--- src/rtl/pipelined_addsub.sv ---
// Skewed ripple-carry add/subtract pipeline. Each stage resolves one SEG-bit segment,
// and a single advance signal moves the whole pipeline forward or stalls it.
module pipelined_addsub #(
    parameter int WIDTH = 32,
    parameter int SEG   = 8
) (
    input  logic             clk,
    input  logic             rst,
    input  logic             in_valid,
    output logic             in_ready,
    input  logic [WIDTH-1:0] a,
    input  logic [WIDTH-1:0] b,
    input  logic             cin,
    input  logic             sub,
    output logic             out_valid,
    input  logic             out_ready,
    output logic [WIDTH-1:0] s,
    output logic             cout,
    output logic             ovf,
    output logic             zero,
    output logic             neg
);

    localparam int STAGES = WIDTH / SEG;

    logic             w_adv;
    logic [WIDTH-1:0] w_b_eff;
    logic             w_c0;

    assign w_adv    = !out_valid || out_ready;
    assign in_ready = w_adv;

    // Subtraction is a + ~b + !cin, so cout = 1 means no borrow.
    assign w_b_eff = sub ? ~b : b;
    assign w_c0    = sub ? ~cin : cin;

    for (genvar k = 0; k < STAGES; k++) begin : g_stage
        logic [WIDTH-1:0] w_a;
        logic [WIDTH-1:0] w_b;
        logic [WIDTH-1:0] w_sum_in;
        logic [WIDTH-1:0] w_sum;
        logic             w_cin;
        logic             w_v;
        logic [SEG:0]     w_seg;

        logic             r_v;
        logic             r_c;
        logic [WIDTH-1:0] r_sum;

        if (k == 0) begin : g_src
            assign w_a      = a;
            assign w_b      = w_b_eff;
            assign w_sum_in = '0;
            assign w_cin    = w_c0;
            assign w_v      = in_valid;
        end else begin : g_src
            assign w_a      = g_stage[k-1].g_ops.r_a;
            assign w_b      = g_stage[k-1].g_ops.r_b;
            assign w_sum_in = g_stage[k-1].r_sum;
            assign w_cin    = g_stage[k-1].r_c;
            assign w_v      = g_stage[k-1].r_v;
        end

        assign w_seg = {1'b0, w_a[k*SEG +: SEG]} + {1'b0, w_b[k*SEG +: SEG]}
                     + {{SEG{1'b0}}, w_cin};

        always_comb begin
            w_sum                = w_sum_in;
            w_sum[k*SEG +: SEG]  = w_seg[SEG-1:0];
        end

        // Bubbles travel with the pipeline; the valid bit is loaded even when 0.
        always_ff @(posedge clk or posedge rst) begin
            if (rst) begin
                r_v   <= 1'b0;
                r_c   <= 1'b0;
                r_sum <= '0;
            end else if (w_adv) begin
                r_v   <= w_v;
                r_c   <= w_seg[SEG];
                r_sum <= w_sum;
            end
        end

        if (k < STAGES - 1) begin : g_ops
            logic [WIDTH-1:0] r_a;
            logic [WIDTH-1:0] r_b;

            always_ff @(posedge clk or posedge rst) begin
                if (rst) begin
                    r_a <= '0;
                    r_b <= '0;
                end else if (w_adv) begin
                    r_a <= w_a;
                    r_b <= w_b;
                end
            end
        end else begin : g_last
            logic r_ovf;
            logic r_zero;
            logic r_neg;
            logic w_unused_ops;

            // Only the sign bits of the addends matter once the top segment is summed.
            assign w_unused_ops = ^{w_a, w_b};

            always_ff @(posedge clk or posedge rst) begin
                if (rst) begin
                    r_ovf  <= 1'b0;
                    r_zero <= 1'b0;
                    r_neg  <= 1'b0;
                end else if (w_adv) begin
                    r_ovf  <= (w_a[WIDTH-1] == w_b[WIDTH-1]) &&
                              (w_sum[WIDTH-1] != w_a[WIDTH-1]);
                    r_zero <= (w_sum == '0);
                    r_neg  <= w_sum[WIDTH-1];
                end
            end
        end
    end

    assign out_valid = g_stage[STAGES-1].r_v;
    assign s         = g_stage[STAGES-1].r_sum;
    assign cout      = g_stage[STAGES-1].r_c;
    assign ovf       = g_stage[STAGES-1].g_last.r_ovf;
    assign zero      = g_stage[STAGES-1].g_last.r_zero;
    assign neg       = g_stage[STAGES-1].g_last.r_neg;

endmodule
--- config.mk ---
export PLATFORM = sky130hd
export DESIGN_NAME = pipelined_addsub
export DESIGN_NICKNAME = d
export VERILOG_FILES = /design/src/rtl/pipelined_addsub.sv
export SDC_FILE = /design/constraint.sdc
export NUM_CORES = 1
export LEC_CHECK = 0
export ABC_AREA = 1
export CORE_MARGIN = 2
export CORE_UTILIZATION = 29
export DETAILED_ROUTE_END_ITERATION = 16
export DONT_BUFFER_PORTS = 1
export PLACE_DENSITY_LB_ADDON = 0.25
export SYNTH_ARGS = -nofsm -noshare
export SYNTH_HDL_FRONTEND = slang
export SYNTH_SLANG_ARGS = --single-unit
--- constraint.sdc ---
create_clock -name clk -period 7.9 [get_ports clk]
set_input_delay 1.58 -clock clk [delete_from_list [all_inputs] [get_ports clk]]
set_output_delay 1.58 -clock clk [all_outputs]
set_load 0.05 [all_outputs]
==> images/clock_wires.png <==
The bar under the picture is 50 µm long.
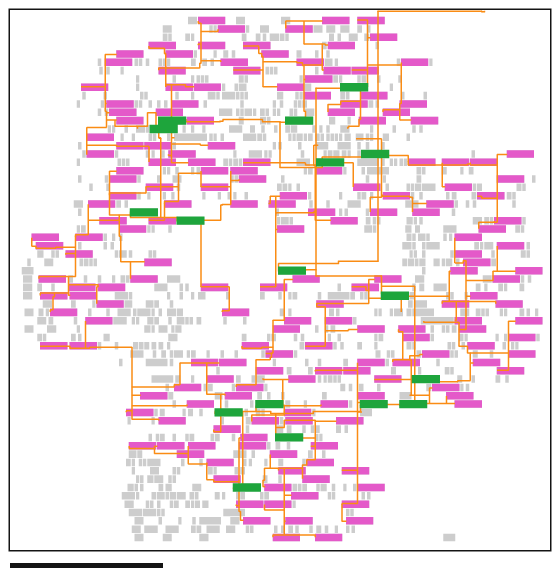
[magenta] flip-flops | count: 186
[green] clock-net drivers | count: 17
[orange] clock wires | length: 2520 µm
routed clock nets: 18

==> images/m4.png <==
Cells faint in the background.
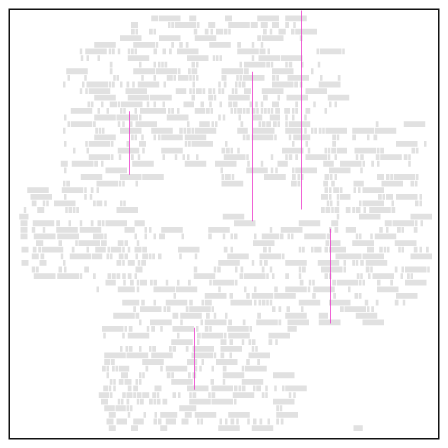
wire length on this layer: 233 µm
main direction: vertical
nets with wire on the layer: 2
longest straight run: 81.6 µm
share of all routed wire: 1.2%
final WL: 18800 µm
routed vias: 5940

==> notes.md <==
flow finished, numbers: run status complete, no violations, Die Size 31000 µm², clk sink count 186, CTS hold repair buffers 0, Placer Congestion 0.787, drt drc 0, CP endpoint kind primary output, Syn Std Cell Area between 8000 and 9000 µm², Pleak 4.63 nW, delay-heaviest family, CP buffers and inverters, GR Util met3 4.01%, ANT cells 0, Final setup violation count 0, gr busiest metal met2, Setup Buffers After CTS 0, VDD IR-drop max 0.136 mV, Late-Pin Clk Latency 0.44 ns, distinct lib cells 27, Setup Skew 0.0144 ns, RSZ-0062 raised after global routing false, Synth Seq Share 54.1%, drt pass-1 iters 4, Max Slew Vio Count 0, min cycle time layout between 4 and 5 ns, Via-to-Cell Ratio ~4.3, Max FO, Critical Path about 80, Buf/Inv on CP 1, Floorplan Utilization 29.2%, Iter 0 DRT Violations roughly 380, Final nets 1069, Routed WL per cell roughly 14 µm, pin count of the biggest net entering global routing 117, first-pass GRT wire length approximately 32000 µm
==> images/congestion_map.png <==
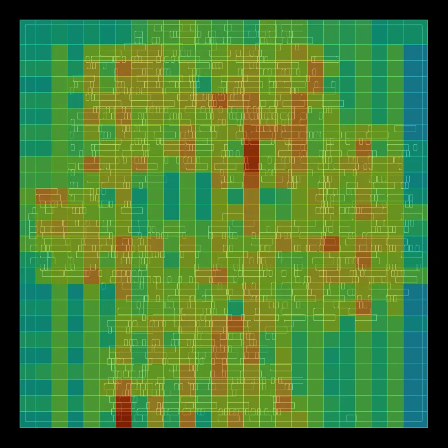
GRT met2 Usage: 18.8%
grt met1 use: 18.5%

==> images/ff_map.png <==
Other sequential cells in the stronger gray, the rest of the logic in the fainter gray.
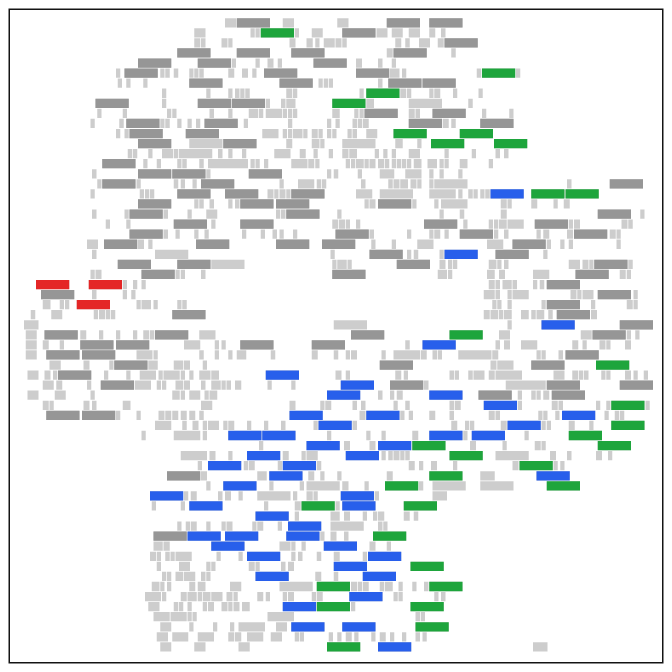
[green] s | sequential cells: 32
[blue] g_stage.r_sum | sequential cells: 48
[red] g_stage.r_v | sequential cells: 3
Flop+latch power: 1.95 mW
storage element area: 4650 µm²
Final Util: 32.3%
sequential cell area share: 49.0%

synth_stat cells:
master      n
a22oi_1     1
o21ai_0   109
dfrtp_1   186
nor2_1     34
nand3_1    22
a31oi_1    12
xnor2_1    29
nor4_1      1
nand4_1    11
o21ai_1     2
nor2_4      1
inv_2       1
o21bai_1    2
a21o_1      1
nor3_1      1
fa_1        8
nand3b_1    5
buf_2      31
xor2_1     13
or2_2       3
ha_1       28
buf_4       5
inv_1      77
nand2_1   376
clkbuf_1    9
o21a_1      1
a21oi_1    16
cells by family after synthesis:
logic type	count (synthesis)	synth area share, %
xor+xnor	42	4.28
simple gates	454	20.9
flops	186	54.1
buf+inv	123	6.04
fa+ha+maj	36	5.94
compound gates	144	8.70
report_power, final:
part / switching, mW / internal, mW / leakage [nW]
registers: 0.584 / 1.37 / 2.25
clock network: 0.410 / 0.480 / 0.288
logic: 0.826 / 0.485 / 2.09
total: 1.82 / 2.33 / 4.63
layer usage:
layer  up-vias  wire, µm  share of wire (%)
li1       3070         -                  -
met1      2751      9500                 51
met2       106      8010                 43
met3        13      1050                5.6
met4         0       232                1.2
met5         -         0                  0
registers in the layout, summed over array words and instances (netlist names):
signal             cells
ovf                    1
g_stage.g_ops.r_b     48
out_valid              1
g_stage.r_sum         48
zero                   1
s                     32
g_stage.r_v            3
cout                   1
g_stage.g_ops.r_a     48
g_stage.r_c            3
stage by stage:
step / hold WS (ns) / instance area, µm² / setup slack, ns
after CTS: 0.461 / 9500 / 3.75
after global routing: 0.492 / 9500 / 3.64
after detailed placement: 0.453 / 8900 / 3.75
final: 0.462 / 9500 / 3.75
after global placement: 0.452 / 8900 / 3.74
after floorplan: 0.440 / 8600 / 1.26
final cells by class:
cell class | count | area [µm²] | share of cell area (%)
flip-flops and latches | 186 | 4650 | 49.0
multi-input cells | 676 | 3420 | 36.0
well taps | 390 | 488 | 5.14
clock buffers | 17 | 425 | 4.48
inverters | 78 | 303 | 3.19
clock inverters | 15 | 178 | 1.87
repair buffers | 4 | 30.0 | 0.316
final timing paths:
check | to | slack (ns) | startpoint | depth (start not counted)
setup reg to reg | zero$_DFFE_PP0P_ | 5.16 | out_valid$_DFFE_PP0P_ | 8
hold / removal | g_stage[1].g_ops.r_a[26]$_DFFE_PP0P_ | 0.46 | g_stage[0].g_ops.r_a[26]$_DFFE_PP0P_ | 2
setup / recovery | in_ready | 3.75 | out_ready | 2
max in group asynchronous | s[27]$_DFFE_PP0P_ | 5.30 | rst | 2
hold reg to reg | g_stage[1].g_ops.r_a[26]$_DFFE_PP0P_ | 0.46 | g_stage[0].g_ops.r_a[26]$_DFFE_PP0P_ | 2
min in group asynchronous | g_stage[2].r_sum[2]$_DFFE_PP0P_ | 1.13 | rst | 1
No activity file was given, so power comes from the tool's default toggle rates.
